[src/rtl/mips_pkg.sv]
// Shared MIPS definitions: opcodes, fetch FSM states and instruction field positions.
package mips_pkg;

    localparam logic [5:0] OP_RTYPE   = 6'b000000;
    localparam logic [5:0] OP_LW      = 6'b100011;
    localparam logic [5:0] OP_SW      = 6'b101011;
    localparam logic [5:0] OP_BEQ     = 6'b000100;
    localparam logic [5:0] OP_J       = 6'b000010;
    localparam logic [5:0] OP_ADDIU   = 6'b001001;

    localparam logic [5:0] FUNCT_ADDU = 6'b100001;

    typedef enum logic {
        S_FETCH = 1'b0,
        S_ISSUE = 1'b1
    } fetch_state_e;

    localparam int OPCODE_MSB = 31;
    localparam int OPCODE_LSB = 26;
    localparam int RS_MSB     = 25;
    localparam int RS_LSB     = 21;
    localparam int RT_MSB     = 20;
    localparam int RT_LSB     = 16;
    localparam int RD_MSB     = 15;
    localparam int RD_LSB     = 11;
    localparam int FUNCT_MSB  = 5;
    localparam int FUNCT_LSB  = 0;
    localparam int IMM_MSB    = 15;
    localparam int IMM_LSB    = 0;
    localparam int JT_MSB     = 25;
    localparam int JT_LSB     = 0;

    // Sign-extended, word-scaled branch displacement.
    function automatic logic [31:0] branch_offset(input logic [15:0] imm);
        return {{14{imm[15]}}, imm, 2'b00};
    endfunction

endpackage

[src/rtl/inst_fetch_if.sv]
// Fetch-stage bus: instruction-memory handshake plus the decode-side presentation.
interface inst_fetch_if;

    logic        imem_req;
    logic [31:0] imem_addr;
    logic        imem_ack;
    logic [31:0] imem_rdata;

    logic        inst_valid;
    logic        inst_ready;
    logic [5:0]  opcode;
    logic [4:0]  rs;
    logic [4:0]  rt;
    logic [4:0]  rd;
    logic [5:0]  funct;
    logic [15:0] imm16;
    logic [25:0] jtarget;
    logic [31:0] pc_out;
    logic [31:0] pc_plus4;
    logic        branch_taken;
    logic        jump;
    logic [31:0] retired_cnt;

    modport master (
        output imem_req, imem_addr,
        input  imem_ack, imem_rdata,
        output inst_valid, opcode, rs, rt, rd, funct, imm16, jtarget,
        output pc_out, pc_plus4, retired_cnt,
        input  inst_ready, branch_taken, jump
    );

    modport slave (
        input  imem_req, imem_addr,
        output imem_ack, imem_rdata,
        input  inst_valid, opcode, rs, rt, rd, funct, imm16, jtarget,
        input  pc_out, pc_plus4, retired_cnt,
        output inst_ready, branch_taken, jump
    );

endinterface

[src/rtl/pc_next_calc.sv]
// Redirect logic: picks the PC following a retiring instruction (jump over branch over sequential).
module pc_next_calc
    import mips_pkg::*;
(
    input  logic [31:0] pc_plus4,
    input  logic [15:0] imm16,
    input  logic [25:0] jtarget,
    input  logic        branch_taken,
    input  logic        jump,
    output logic [31:0] next_pc
);

    // Priority select; all arithmetic wraps modulo 2^32.
    always_comb begin
        next_pc = pc_plus4;
        if (jump) begin
            next_pc = {pc_plus4[31:28], jtarget, 2'b00};
        end else if (branch_taken) begin
            next_pc = pc_plus4 + branch_offset(imm16);
        end
    end

endmodule

[src/rtl/inst_fetch.sv]
// Instruction fetch stage: holds the PC, reads instruction memory, presents fields to decode.
module inst_fetch
    import mips_pkg::*;
#(
    parameter logic [31:0] RESET_PC = 32'h0000_0000
) (
    input  logic          clk,
    input  logic          rst,
    inst_fetch_if.master  bus
);

    fetch_state_e state_q, state_d;
    logic [31:0]  pc_q, pc_d;
    logic [31:0]  ir_q, ir_d;
    logic         req_q, req_d;
    logic [31:0]  cnt_q, cnt_d;
    logic [31:0]  pc_plus4;
    logic [31:0]  next_pc;

    assign pc_plus4 = pc_q + 32'd4;

    pc_next_calc u_pc_next_calc (
        .pc_plus4     (pc_plus4),
        .imm16        (ir_q[IMM_MSB:IMM_LSB]),
        .jtarget      (ir_q[JT_MSB:JT_LSB]),
        .branch_taken (bus.branch_taken),
        .jump         (bus.jump),
        .next_pc      (next_pc)
    );

    // Next-state logic; req is gated so acks during the first post-reset cycle are ignored.
    always_comb begin
        state_d = state_q;
        pc_d    = pc_q;
        ir_d    = ir_q;
        cnt_d   = cnt_q;
        req_d   = 1'b0;
        case (state_q)
            S_FETCH: begin
                if (req_q && bus.imem_ack) begin
                    ir_d    = bus.imem_rdata;
                    state_d = S_ISSUE;
                end else begin
                    req_d = 1'b1;
                end
            end
            S_ISSUE: begin
                if (bus.inst_ready) begin
                    pc_d    = next_pc;
                    cnt_d   = cnt_q + 32'd1;
                    state_d = S_FETCH;
                    req_d   = 1'b1;
                end
            end
            default: begin
                state_d = S_FETCH;
            end
        endcase
        if (!rst) begin
            state_d = S_FETCH;
            pc_d    = RESET_PC;
            ir_d    = '0;
            cnt_d   = '0;
            req_d   = 1'b0;
        end
    end

    // State and datapath registers.
    always_ff @(posedge clk) begin
        state_q <= state_d;
        pc_q    <= pc_d;
        ir_q    <= ir_d;
        req_q   <= req_d;
        cnt_q   <= cnt_d;
    end

    assign bus.imem_req    = req_q;
    assign bus.imem_addr   = pc_q;
    assign bus.inst_valid  = (state_q == S_ISSUE);
    assign bus.opcode      = ir_q[OPCODE_MSB:OPCODE_LSB];
    assign bus.rs          = ir_q[RS_MSB:RS_LSB];
    assign bus.rt          = ir_q[RT_MSB:RT_LSB];
    assign bus.rd          = ir_q[RD_MSB:RD_LSB];
    assign bus.funct       = ir_q[FUNCT_MSB:FUNCT_LSB];
    assign bus.imm16       = ir_q[IMM_MSB:IMM_LSB];
    assign bus.jtarget     = ir_q[JT_MSB:JT_LSB];
    assign bus.pc_out      = pc_q;
    assign bus.pc_plus4    = pc_plus4;
    assign bus.retired_cnt = cnt_q;

endmodule
[src/flat_wrapper.sv]
// flat-port wrapper written by rule: the top's interface ports become plain ports
module inst_fetch_flat import mips_pkg::*;
#(
    parameter logic [31:0] RESET_PC = 32'h0000_0000
)
  (clk, rst, bus_imem_req, bus_imem_addr, bus_imem_ack, bus_imem_rdata, bus_inst_valid, bus_opcode, bus_rs, bus_rt, bus_rd, bus_funct, bus_imm16, bus_jtarget, bus_pc_out, bus_pc_plus4, bus_retired_cnt, bus_inst_ready, bus_branch_taken, bus_jump);
  inst_fetch_if bus_i ();
  input  logic clk;
  input  logic rst;
  output wire logic [$bits(bus_i.imem_req)-1:0] bus_imem_req;
  output wire logic [$bits(bus_i.imem_addr)-1:0] bus_imem_addr;
  input wire logic [$bits(bus_i.imem_ack)-1:0] bus_imem_ack;
  input wire logic [$bits(bus_i.imem_rdata)-1:0] bus_imem_rdata;
  output wire logic [$bits(bus_i.inst_valid)-1:0] bus_inst_valid;
  output wire logic [$bits(bus_i.opcode)-1:0] bus_opcode;
  output wire logic [$bits(bus_i.rs)-1:0] bus_rs;
  output wire logic [$bits(bus_i.rt)-1:0] bus_rt;
  output wire logic [$bits(bus_i.rd)-1:0] bus_rd;
  output wire logic [$bits(bus_i.funct)-1:0] bus_funct;
  output wire logic [$bits(bus_i.imm16)-1:0] bus_imm16;
  output wire logic [$bits(bus_i.jtarget)-1:0] bus_jtarget;
  output wire logic [$bits(bus_i.pc_out)-1:0] bus_pc_out;
  output wire logic [$bits(bus_i.pc_plus4)-1:0] bus_pc_plus4;
  output wire logic [$bits(bus_i.retired_cnt)-1:0] bus_retired_cnt;
  input wire logic [$bits(bus_i.inst_ready)-1:0] bus_inst_ready;
  input wire logic [$bits(bus_i.branch_taken)-1:0] bus_branch_taken;
  input wire logic [$bits(bus_i.jump)-1:0] bus_jump;
  assign bus_imem_req = bus_i.imem_req;
  assign bus_imem_addr = bus_i.imem_addr;
  assign bus_i.imem_ack = bus_imem_ack;
  assign bus_i.imem_rdata = bus_imem_rdata;
  assign bus_inst_valid = bus_i.inst_valid;
  assign bus_opcode = bus_i.opcode;
  assign bus_rs = bus_i.rs;
  assign bus_rt = bus_i.rt;
  assign bus_rd = bus_i.rd;
  assign bus_funct = bus_i.funct;
  assign bus_imm16 = bus_i.imm16;
  assign bus_jtarget = bus_i.jtarget;
  assign bus_pc_out = bus_i.pc_out;
  assign bus_pc_plus4 = bus_i.pc_plus4;
  assign bus_retired_cnt = bus_i.retired_cnt;
  assign bus_i.inst_ready = bus_inst_ready;
  assign bus_i.branch_taken = bus_branch_taken;
  assign bus_i.jump = bus_jump;
  inst_fetch #(.RESET_PC(RESET_PC)) u_core (.clk(clk), .rst(rst), .bus(bus_i));
endmodule
[config.mk]
export PLATFORM = sky130hd
export DESIGN_NAME = inst_fetch_flat
export DESIGN_NICKNAME = d
export VERILOG_FILES = /design/src/rtl/mips_pkg.sv /design/src/rtl/inst_fetch_if.sv /design/src/rtl/pc_next_calc.sv /design/src/rtl/inst_fetch.sv /design/src/flat_wrapper.sv
export SDC_FILE = /design/constraint.sdc
export NUM_CORES = 1
export LEC_CHECK = 0
export CAP_MARGIN = 20
export CORE_MARGIN = 2
export CORE_UTILIZATION = 50
export DETAILED_ROUTE_END_ITERATION = 8
export PLACE_DENSITY = 0.93
export SLEW_MARGIN = 40
export SYNTH_ARGS = -nofsm -noshare
export SYNTH_HDL_FRONTEND = slang
export SYNTH_SLANG_ARGS = --single-unit
[constraint.sdc]
create_clock -name clk -period 6.75 [get_ports clk]
set_input_delay 1.0125 -clock clk [delete_from_list [all_inputs] [get_ports clk]]
set_output_delay 1.0125 -clock clk [all_outputs]
set_load 0.01 [all_outputs]
**Signal wires on met3**

Drawn at 4 px/µm. Cells faint in the background.
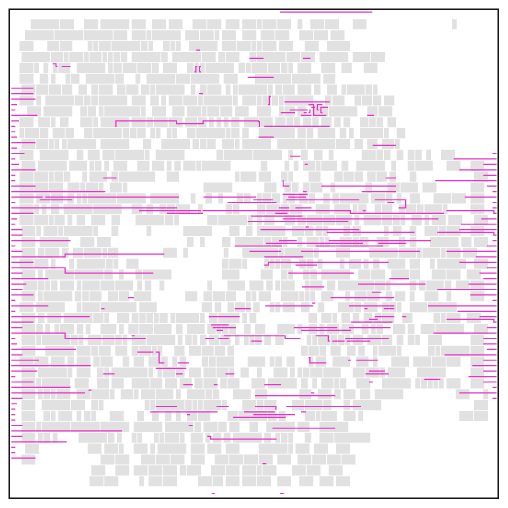
The longest straight run is 41.2 µm. The layer holds 8.5% of the routed length. The layer carries 1850 µm of wire.
post-detailed-routing wire length: 21860 µm
grt met3 use: 5.571%
via count: 7269

**Metal 4**

Drawn at 3 px/µm. Supply wires on this layer in gray. Cells faint in the background.
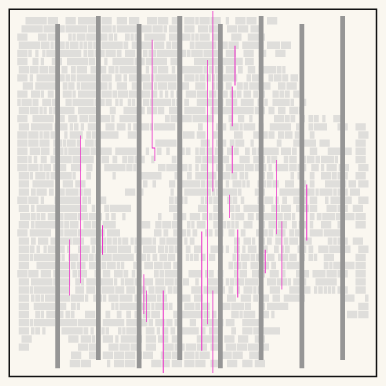
18 nets have wire on it. The layer carries 520 µm of wire. The longest straight run is 87.7 µm.

**Clock nets**

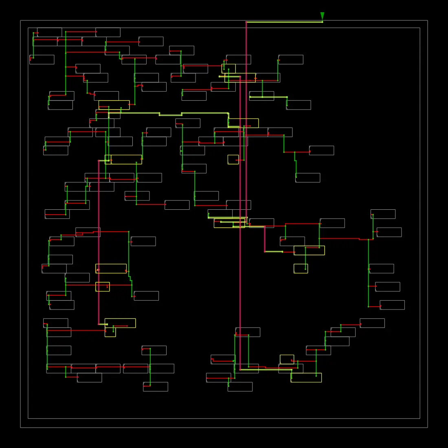
count of clock buffers in the final design: 9
number of flip-flops and latches: 96

==> sequential cells by signal, summed over array words and instances (netlist names) <==
register,flops
u_core.bus.imem_req,1
u_core.bus.imem_addr,30
u_core.bus.retired_cnt,32
u_core.bus.inst_valid,1
u_core.ir_q,32
==> cells in the mapped netlist, drive strengths merged, types with 4 or more instances <==
master  instances
o21ai          48
dfxtp          96
buf            80
o22ai           5
a21oi          96
a21o            9
nand3          26
a211oi         10
o31ai           6
nor4            4
and3           16
o211ai          9
o21bai          9
nor3           18
and4            7
a32oi           4
xor2           28
a31oi           8
mux2i           7
inv            19
clkbuf         32
nand2         142
nand2b          5
and2            5
xnor2          40
nor2           77
ha             37
or3            12
nand4          17
==> final timing paths <==
check | end | slack [ns] | cells past startpoint | from
worst max-delay path | u_core.bus.imem_addr[31] | 2.32 | 14 | u_core.bus.imem_addr[2]
worst min-delay path | u_core.ir_q[31] | 0.46 | 2 | u_core.ir_q[31]
worst max register to register | u_core.bus.imem_addr[31] | 2.32 | 14 | u_core.bus.imem_addr[2]
worst min register to register | u_core.ir_q[31] | 0.46 | 2 | u_core.ir_q[31]
==> power groups by stage <==
stage          Clock (mW)  Sequential [mW]  Combinational (mW)
3_3_place_gp            0            0.620               0.242
2_1_floorplan           0            0.622               0.136
3_5_place_dp            0            0.620               0.246
6_report            0.520            0.608               0.248
5_1_grt             0.545            0.610               0.267
4_1_cts             0.522            0.607               0.247
==> cells by family after synthesis <==
logic type	Yosys count
buffers and inverters	132
XOR/XNOR	68
adder cells (fa/ha/maj)	38
flip-flops	96
multiplexers	10
AND/OR/NAND/NOR	343
AND-OR/OR-AND	233
other	1
==> per-layer routing <==
metal  up-vias  share of wire [%]
met5         -                  0
met4         0                2.4
met3        44                8.4
met2       361                 48
met1      3423                 41
li1       3441                  -
==> results.txt <==
Physical implementation status

The number of global-route vias before repair came to 6641. TritonCTS built the clock tree. Dividing the detail-routed wire length by the instance count gives 17.54 µm.

Setup repair after global routing left no endpoint under its margin. The clock skew stands at 0.007317 ns. The first-pass GRT wire length stands at 34070 µm.

Among logic cells in the layout, the one with the most instances is clkdlybuf4s50_1. Once detailed placement completed, the half-perimeter wirelength came to 16340 µm. Per the GRT log, the top usage layer is met2. The number of buffers and inverters on the critical path stands at 0. The final non-filler cell area stands at 9145 µm².

Routing resource usage on met2 recorded by global route was 48.46%. The number of hold violations in the final report stands at 0. The cell-mix breakdown from Yosys lists the adder-cell area share as 6.949%. The most critical hold endpoint after final layout shows a slack of 0.4646 ns.

The flip-flop and latch count after synthesis stands at 96. The logic share of the area stands at 46.79%. The plain and repair buffers instantiated in the layout total 236.

For reference, the final report shows the max-slew violation count at 0. Post-route period utilization is reported as 65.65%. No sink is reached through more buffers than the 2 on the longest clock path.

After synthesis, the chip area reported by Yosys is 6950 µm². The run finished with clean final reports. For reference, the most critical setup path is categorized as flip-flop to flip-flop. After synthesis, the mean cell area works out to 7.547 µm². The final worst-path setup slack stands at 2.319 ns. The TritonCTS buffer count stands at 9. The layout summary lists the proportion of cells stronger than drive strength 1 as 4.784%. The full die area stands at 14860 µm². Looking at the area split, the leading class of cells is multi-input combinational cells. The number of failing setup endpoints in the final timing report stands at 0.
No activity file was given, so power comes from the tool's default toggle rates.
